--- config.mk ---
export PLATFORM = sky130hd
export DESIGN_NAME = paper_cpu_flat
export DESIGN_NICKNAME = d
export VERILOG_FILES = /design/src/rtl/paper_cpu_if.sv /design/src/rtl/paper_cpu.sv /design/src/flat_wrapper.sv
export SDC_FILE = /design/constraint.sdc
export NUM_CORES = 1
export LEC_CHECK = 0
export CORE_MARGIN = 5
export CORE_UTILIZATION = 45
export DETAILED_ROUTE_END_ITERATION = 10
export GPL_TIMING_DRIVEN = 0
export HOLD_SLACK_MARGIN = 0.06
export PLACE_DENSITY = 0.74
export SKIP_LAST_GASP = 1
export SLEW_MARGIN = 30
export SYNTH_ARGS = -nofsm -noshare
export SYNTH_HDL_FRONTEND = slang
export SYNTH_SLANG_ARGS = --single-unit
--- constraint.sdc ---
create_clock -name clk -period 1.7 [get_ports clk]
set_input_delay 0.34 -clock clk [delete_from_list [all_inputs] [get_ports clk]]
set_output_delay 0.34 -clock clk [all_outputs]
set_load 0.005 [all_outputs]
--- src/rtl/paper_cpu_if.sv ---
// Bus between paper_cpu and its environment: run handshake, program ROM port
// and the observable machine state.
interface paper_cpu_if #(
    parameter int DATA_W = 2,
    parameter int ADDR_W = 2,
    parameter int CNT_W  = 8
);
    logic              start;
    logic [ADDR_W-1:0] instr_addr;
    logic [ADDR_W+2:0] instr_data;
    logic [DATA_W-1:0] acc;
    logic              ovf;
    logic              busy;
    logic              halted;
    logic [CNT_W-1:0]  retired;

    modport master (
        input  start, instr_data,
        output instr_addr, acc, ovf, busy, halted, retired
    );

    modport slave (
        output start, instr_data,
        input  instr_addr, acc, ovf, busy, halted, retired
    );
endinterface

--- src/rtl/paper_cpu.sv ---
// Multi-cycle accumulator machine: FETCH/EXEC per instruction, start/halt
// handshake, wrap flag on INC/DEC and a saturating retired-instruction counter.
module paper_cpu #(
    parameter int DATA_W = 2,
    parameter int ADDR_W = 2,
    parameter int CNT_W  = 8
) (
    input  logic        clk,
    input  logic        reset,
    paper_cpu_if.master bus
);
    localparam logic [2:0] OP_INC = 3'b000;
    localparam logic [2:0] OP_DEC = 3'b001;
    localparam logic [2:0] OP_JNO = 3'b010;
    localparam logic [2:0] OP_JMP = 3'b011;
    localparam logic [2:0] OP_CLR = 3'b100;
    localparam logic [2:0] OP_HLT = 3'b101;

    typedef enum logic [1:0] {
        S_IDLE,
        S_FETCH,
        S_EXEC,
        S_HALT
    } state_t;

    state_t            state_reg;
    logic [ADDR_W-1:0] pc_reg;
    logic [ADDR_W+2:0] ir_reg;
    logic [DATA_W-1:0] acc_reg;
    logic              ovf_reg;
    logic [CNT_W-1:0]  retired_reg;
    logic              busy_reg;
    logic              halted_reg;

    logic [2:0]        op;
    logic [ADDR_W-1:0] target;
    logic [ADDR_W-1:0] pc_inc;

    assign op     = ir_reg[ADDR_W+2:ADDR_W];
    assign target = ir_reg[ADDR_W-1:0];
    assign pc_inc = pc_reg + ADDR_W'(1);

    always_ff @(posedge clk) begin
        if (!reset) begin
            state_reg   <= S_IDLE;
            pc_reg      <= '0;
            ir_reg      <= '0;
            acc_reg     <= '0;
            ovf_reg     <= 1'b0;
            retired_reg <= '0;
            busy_reg    <= 1'b0;
            halted_reg  <= 1'b0;
        end else begin
            case (state_reg)
                S_IDLE, S_HALT: begin
                    // A (re)start clears the whole architectural state
                    if (bus.start) begin
                        state_reg   <= S_FETCH;
                        pc_reg      <= '0;
                        acc_reg     <= '0;
                        ovf_reg     <= 1'b0;
                        retired_reg <= '0;
                        busy_reg    <= 1'b1;
                        halted_reg  <= 1'b0;
                    end
                end
                S_FETCH: begin
                    ir_reg    <= bus.instr_data;
                    state_reg <= S_EXEC;
                end
                S_EXEC: begin
                    if (retired_reg != '1) begin
                        retired_reg <= retired_reg + CNT_W'(1);
                    end
                    state_reg <= S_FETCH;
                    pc_reg    <= pc_inc;
                    case (op)
                        OP_INC: begin
                            acc_reg <= acc_reg + DATA_W'(1);
                            ovf_reg <= (acc_reg == '1);
                        end
                        OP_DEC: begin
                            acc_reg <= acc_reg - DATA_W'(1);
                            ovf_reg <= (acc_reg == '0);
                        end
                        OP_JNO: begin
                            if (!ovf_reg) begin
                                pc_reg <= target;
                            end
                        end
                        OP_JMP: pc_reg <= target;
                        OP_CLR: begin
                            acc_reg <= '0;
                            ovf_reg <= 1'b0;
                        end
                        OP_HLT: begin
                            // PC stays on the HLT so the halt address is visible
                            pc_reg     <= pc_reg;
                            state_reg  <= S_HALT;
                            busy_reg   <= 1'b0;
                            halted_reg <= 1'b1;
                        end
                        default: ;
                    endcase
                end
                default: state_reg <= S_IDLE;
            endcase
        end
    end

    assign bus.instr_addr = pc_reg;
    assign bus.acc        = acc_reg;
    assign bus.ovf        = ovf_reg;
    assign bus.busy       = busy_reg;
    assign bus.halted     = halted_reg;
    assign bus.retired    = retired_reg;
endmodule

--- src/flat_wrapper.sv ---
// flat-port wrapper written by rule: the top's interface ports become plain ports
module paper_cpu_flat 
#(
    parameter int DATA_W = 2,
    parameter int ADDR_W = 2,
    parameter int CNT_W  = 8
)
  (clk, reset, bus_start, bus_instr_data, bus_instr_addr, bus_acc, bus_ovf, bus_busy, bus_halted, bus_retired);
  paper_cpu_if #(.DATA_W(DATA_W), .ADDR_W(ADDR_W), .CNT_W(CNT_W)) bus_i ();
  input  logic clk;
  input  logic reset;
  input wire logic [$bits(bus_i.start)-1:0] bus_start;
  input wire logic [$bits(bus_i.instr_data)-1:0] bus_instr_data;
  output wire logic [$bits(bus_i.instr_addr)-1:0] bus_instr_addr;
  output wire logic [$bits(bus_i.acc)-1:0] bus_acc;
  output wire logic [$bits(bus_i.ovf)-1:0] bus_ovf;
  output wire logic [$bits(bus_i.busy)-1:0] bus_busy;
  output wire logic [$bits(bus_i.halted)-1:0] bus_halted;
  output wire logic [$bits(bus_i.retired)-1:0] bus_retired;
  assign bus_i.start = bus_start;
  assign bus_i.instr_data = bus_instr_data;
  assign bus_instr_addr = bus_i.instr_addr;
  assign bus_acc = bus_i.acc;
  assign bus_ovf = bus_i.ovf;
  assign bus_busy = bus_i.busy;
  assign bus_halted = bus_i.halted;
  assign bus_retired = bus_i.retired;
  paper_cpu #(.DATA_W(DATA_W), .ADDR_W(ADDR_W), .CNT_W(CNT_W)) u_core (.clk(clk), .reset(reset), .bus(bus_i));
endmodule
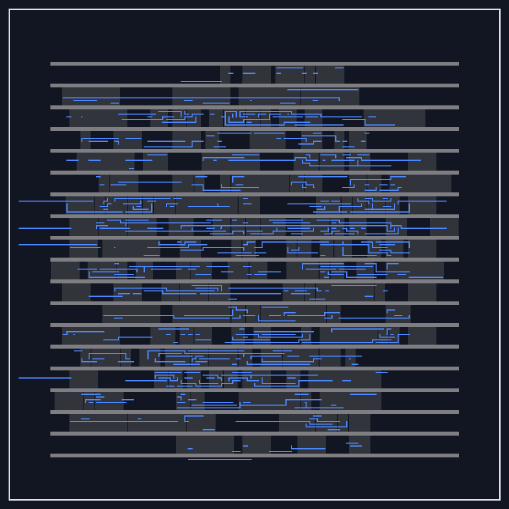
Figure 1: met1 routing.
Drawn at 8 px/micron. Supply wires on this layer in grey. Cells faint in the background.
nets with wire on the layer	162
main direction	horizontal
met1 capacity usage during global routing: 20.33%
Total Routed Length: 2.608 mm

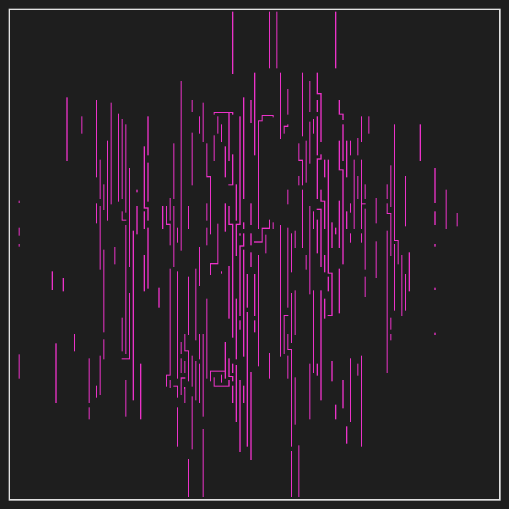
Figure 2: met2 routing.
Drawn at 8 px/micron.
nets with wire on the layer	148
wire length on this layer	1220 microns

==> run summary <==
Synthesis and place-and-route results.

- The run finished, with violations left.
- The final reports fail on negative setup slack.
- The worst slew slack as a fraction of its limit is between 60% and 70%.
- The synthesized netlist contains 40 unique library cells.
- The slowest stage cell on the critical path is sky130_fd_sc_hd__or3_1.
- Setup repair after global routing could not meet its margin everywhere.
- The via count of the first global-routing pass is 1014.
- The clock tree buffer count of the final layout is 3.
- The insertion delay at the late pin of the worst-skew pair is 0.30 ns.
- The logic area is 726.9 sq um.
- The layout report gives the register share of total cell area as a little under 30%.
- From the final report, the count of setup violators was given as 1.
- The floorplan report lists the tap cell count as 30.
- The share of synthesized cell area in and, or, nand and nor gates is 31.49%.
- The final cycle utilization of the critical path is 101.6%.
- The initial antenna violation count is 0.
- Hold analysis shows the worst path with a depth of 2.
- The non-filler instance count after layout is 196.
- After layout, the worst setup slack is -0.02694 ns.
- The hold-fix buffer count after cts is 0.
- For reference, the final report shows the hold violation count at 0.
- Once synthesis finished, the tally of register bits stood at 22.
- The cell-mix breakdown from Yosys lists the adder-cell area share as between 4 and 5%.
- For this run, the script counts the antenna cells in the layout as 0.
- The HPWL after detailed placement is 1.907 mm.
cell usage after synthesis (all sizes together) (3+ instances only):
library cell / number / area share [%]
dfxtp: 22 / 37
nor2: 12 / 3.8
o21ai: 12 / 5.1
a21oi: 10 / 4.3
nand3: 10 / 4.3
mux2i: 7 / 6.0
nand2: 7 / 2.2
clkbuf: 5 / 1.6
nand3b: 5 / 3.2
ha: 4 / 4.3
nor2b: 4 / 2.1
and3: 3 / 1.6
inv: 3 / 0.96
nand4: 3 / 1.6
power by group:
part           switching, mW  internal, mW  total (mW)
logic                  0.430         0.451       0.880
registers             0.0702         0.589       0.659
clock network          0.146        0.0825       0.229
total                  0.646          1.12        1.77
per-layer routing:
layer / vias up / share of wire (%)
met1: 515 / 47
met4: 0 / 0.84
li1: 561 / -
met5: - / 0
met3: 2 / 4.9
met2: 25 / 47
Power and IR drop assume default switching activity.
